[src/rtl/pipe_stage_reg.sv]
// Elastic pipeline register: DEPTH valid/ready stages carrying a datapath and a control bundle,
// with bubble collapsing, synchronous flush and NOP masking of control on empty output.
module pipe_stage_reg #(
    parameter int DATA_W = 32,
    parameter int CTRL_W = 8,
    parameter int DEPTH  = 1,
    localparam int CNT_W = $clog2(DEPTH + 1)
) (
    input  logic              Clk,
    input  logic              Rst_n,
    input  logic              InValid,
    output logic              InReady,
    input  logic [DATA_W-1:0] InData,
    input  logic [CTRL_W-1:0] InCtrl,
    output logic              OutValid,
    input  logic              OutReady,
    output logic [DATA_W-1:0] OutData,
    output logic [CTRL_W-1:0] OutCtrl,
    input  logic              Flush,
    output logic [CNT_W-1:0]  Occupancy
);

    logic [DEPTH-1:0]  valid;
    logic [DEPTH-1:0]  validNext;
    logic [DEPTH-1:0]  adv;
    logic [DEPTH-1:0]  load;
    logic [DATA_W-1:0] dataQ [DEPTH];
    logic [CTRL_W-1:0] ctrlQ [DEPTH];
    logic [CNT_W-1:0]  occNext;
    logic              alive;
    logic              accept;

    // A stage advances when the one ahead of it is empty or itself advancing, so bubbles collapse
    // even while the output is stalled.
    always_comb begin
        adv = '0;
        adv[DEPTH-1] = valid[DEPTH-1] & OutReady;
        for (int k = DEPTH - 2; k >= 0; k--) begin
            adv[k] = valid[k] & (~valid[k+1] | adv[k+1]);
        end
        load = ~valid | adv;
    end

    // alive keeps InReady low until the first edge after reset release.
    assign InReady = alive & ~Flush & load[0];
    assign accept  = InValid & InReady;

    always_comb begin
        validNext    = valid;
        validNext[0] = load[0] ? accept : valid[0];
        for (int k = 1; k < DEPTH; k++) begin
            validNext[k] = load[k] ? valid[k-1] : valid[k];
        end
        if (Flush) begin
            validNext = '0;
        end
        occNext = '0;
        for (int k = 0; k < DEPTH; k++) begin
            occNext = occNext + CNT_W'(validNext[k]);
        end
    end

    always_ff @(posedge Clk or negedge Rst_n) begin
        if (!Rst_n) begin
            alive     <= 1'b0;
            valid     <= '0;
            Occupancy <= '0;
            for (int k = 0; k < DEPTH; k++) begin
                dataQ[k] <= '0;
                ctrlQ[k] <= '0;
            end
        end else begin
            alive     <= 1'b1;
            valid     <= validNext;
            Occupancy <= occNext;
            if (accept) begin
                dataQ[0] <= InData;
                ctrlQ[0] <= InCtrl;
            end
            // Payload only moves with a real entry, so held stages keep stable data.
            for (int k = 1; k < DEPTH; k++) begin
                if (load[k] && valid[k-1]) begin
                    dataQ[k] <= dataQ[k-1];
                    ctrlQ[k] <= ctrlQ[k-1];
                end
            end
        end
    end

    assign OutValid = valid[DEPTH-1];
    assign OutData  = dataQ[DEPTH-1];
    assign OutCtrl  = valid[DEPTH-1] ? ctrlQ[DEPTH-1] : '0;

endmodule

[config.mk]
export PLATFORM = sky130hd
export DESIGN_NAME = pipe_stage_reg
export DESIGN_NICKNAME = d
export VERILOG_FILES = /design/src/rtl/pipe_stage_reg.sv
export SDC_FILE = /design/constraint.sdc
export NUM_CORES = 1
export LEC_CHECK = 0
export ABC_AREA = 1
export CORE_MARGIN = 10
export CORE_UTILIZATION = 40
export DETAILED_ROUTE_END_ITERATION = 8
export GPL_TIMING_DRIVEN = 0
export PLACE_DENSITY = 0.79
export SETUP_SLACK_MARGIN = 0.3
export SKIP_LAST_GASP = 1
export SLEW_MARGIN = 20
export SYNTH_ARGS = -nofsm -noshare
export SYNTH_HDL_FRONTEND = slang
export SYNTH_SLANG_ARGS = --single-unit
[constraint.sdc]
create_clock -name Clk -period 1.7 [get_ports Clk]
set_clock_uncertainty 0.2 [all_clocks]
set_input_delay 0.34 -clock Clk [delete_from_list [all_inputs] [get_ports Clk]]
set_output_delay 0.34 -clock Clk [all_outputs]
set_load 0.02 [all_outputs]
Fig. 1: run 1, signal wires by layer
(6 px per um)
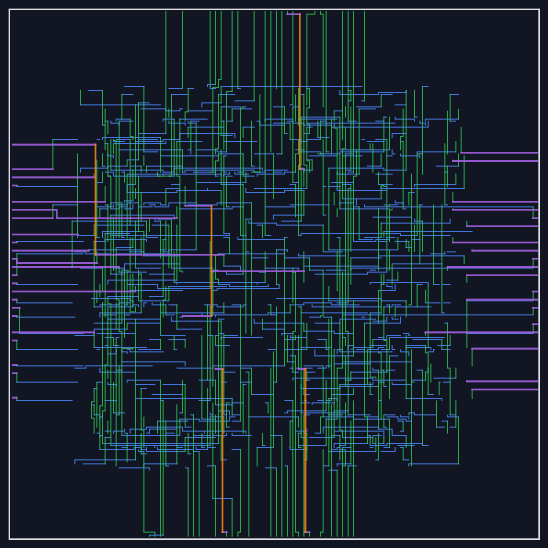
met4: shown in orange, wire length 117 um. met3: shown in purple, wire length 420 um. met2: shown in green, wire length 3200 um. met1: shown in blue, wire length 2500 um.

Fig. 2: run 1, the clock network
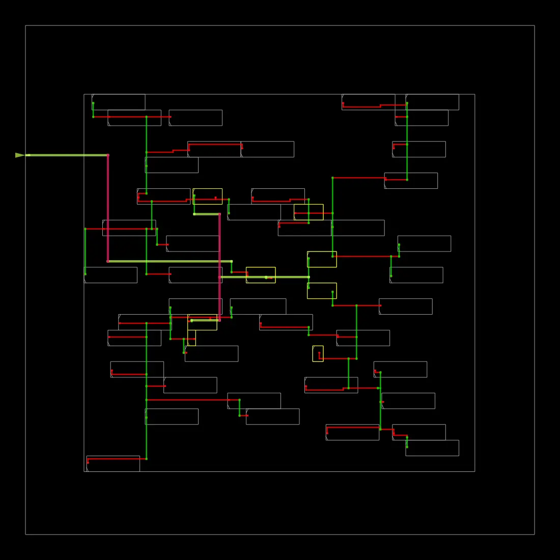
Clock Buffer Count: 7
clock-net power: 0.000665 W
flip-flop and latch count: 42

Fig. 3: run 1, power grid
(4 px per um) Pins as bars on the die edge.
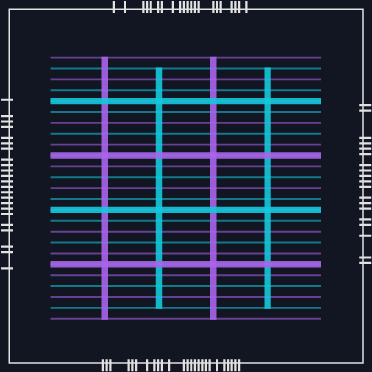
VSS: shown in purple. VDD: shown in cyan.
88 signal pins sit on the boundary. 25 met1 rails follow the rows. 4 straps on met5.

Fig. 4: run 1, gate-type map
(3 px per um)
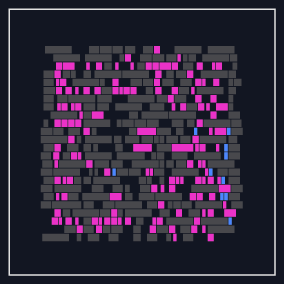
NAND gates: shown in magenta, cells 131, most used nand2_1. inverters: shown in blue, cells 10.

==> flow_summary.json, run 1 <==
{
  "num_antenna_cells": 0,
  "dieWidth_um": 88.1,
  "utilization_pct": 76.3,
  "inv_count": 10,
  "synth_area_um2": 1850,
  "areaGrowthSynthToFinish_pct": 81.8,
  "path_class": "input pin to output port",
  "gp_congestion": 0.721,
  "fmax_mhz": 576,
  "mux_area_share_pct": 0,
  "p_sw_w": 0.000995,
  "crit_cells": 4,
  "die_height_um": 88.1,
  "violations": "negative setup slack",
  "status": "finished with violations",
  "hold_slack_ns": 0.281,
  "setup_viol": 1,
  "most-common-layout-cells": "41 x dfrtp_1, 41 x nand2_1, 41 x clkdlybuf4s50_1, 40 x nand4_1",
  "fill_cells": 336,
  "cts_setup_buffers": 6,
  "cp_data_required_time_ns": 1.16,
  "r2r_cells": 9,
  "cts_resized": 257,
  "fin_ws_ns": -0.0352,
  "ant_nets": 0,
  "internal_power_w": 0.00207,
  "tritoncts": "built",
  "seq_share_pct": 31.2,
  "finalClockPeriodUsage_pct": 102,
  "non_clock_buffer_count": 140,
  "pwr.group.combinational_w": 0.00110,
  "overflow": 0,
  "layout-drive-gt1-share_pct": 48.4,
  "cp_slowest_cell": "clkdlybuf4s50_1",
  "netlist_instances": 205,
  "dp_cells": 344,
  "synthXorXnorAreaFrac_pct": 0,
  "dp_hpwl_mm": 4.13
}
## Run 2: what changed since run 1
--- a/config.mk
+++ b/config.mk
@@ -8,6 +8,7 @@
 export ABC_AREA = 1
 export CORE_MARGIN = 10
 export CORE_UTILIZATION = 40
+export CTS_CLUSTER_SIZE = 14
 export DETAILED_ROUTE_END_ITERATION = 8
 export GPL_TIMING_DRIVEN = 0
 export PLACE_DENSITY = 0.79
Fig. 5: run 2, gate-type map
(3 px per um)
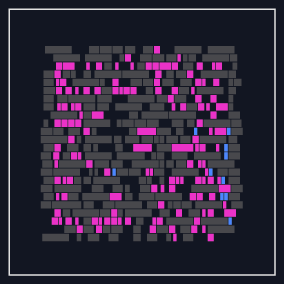
inverters: shown in blue, cells 10. NAND gates: shown in magenta, cells 131, most used nand2_1.

==> run 2 against run 1 <==
  * The flow still finishes with violations (negative setup slack)
  * Register-to-register slack about the same
  * Synthesized area unchanged
  * Final cell count unchanged
  * Flip-flop count unchanged
  * Critical path type unchanged
  * Highest routed layer unchanged
==> flow_summary.json, run 2 <==
{
  "utilization_pct": 76.3,
  "tritoncts": "built",
  "violations": "negative setup slack",
  "cts_setup_buffers": 6,
  "overflow": 0,
  "clock_buffers": 7,
  "cp_data_required_time_ns": 1.16,
  "pwr.group.combinational_w": 0.00110,
  "dp_cells": 344,
  "crit_cells": 4,
  "status": "finished with violations",
  "ant_nets": 0,
  "r2r_cells": 9,
  "synth_area_um2": 1850,
  "die_height_um": 88.1,
  "fill_cells": 336,
  "num_antenna_cells": 0,
  "flops": 42,
  "areaGrowthSynthToFinish_pct": 81.8,
  "mux_area_share_pct": 0,
  "seq_share_pct": 31.2,
  "internal_power_w": 0.00207,
  "p_sw_w": 0.000995,
  "dieWidth_um": 88.1,
  "setup_viol": 1,
  "inv_count": 10,
  "gp_congestion": 0.721,
  "finalClockPeriodUsage_pct": 102,
  "fin_ws_ns": -0.0352,
  "synthXorXnorAreaFrac_pct": 0
}
No activity file was given, so power comes from the tool's default toggle rates.
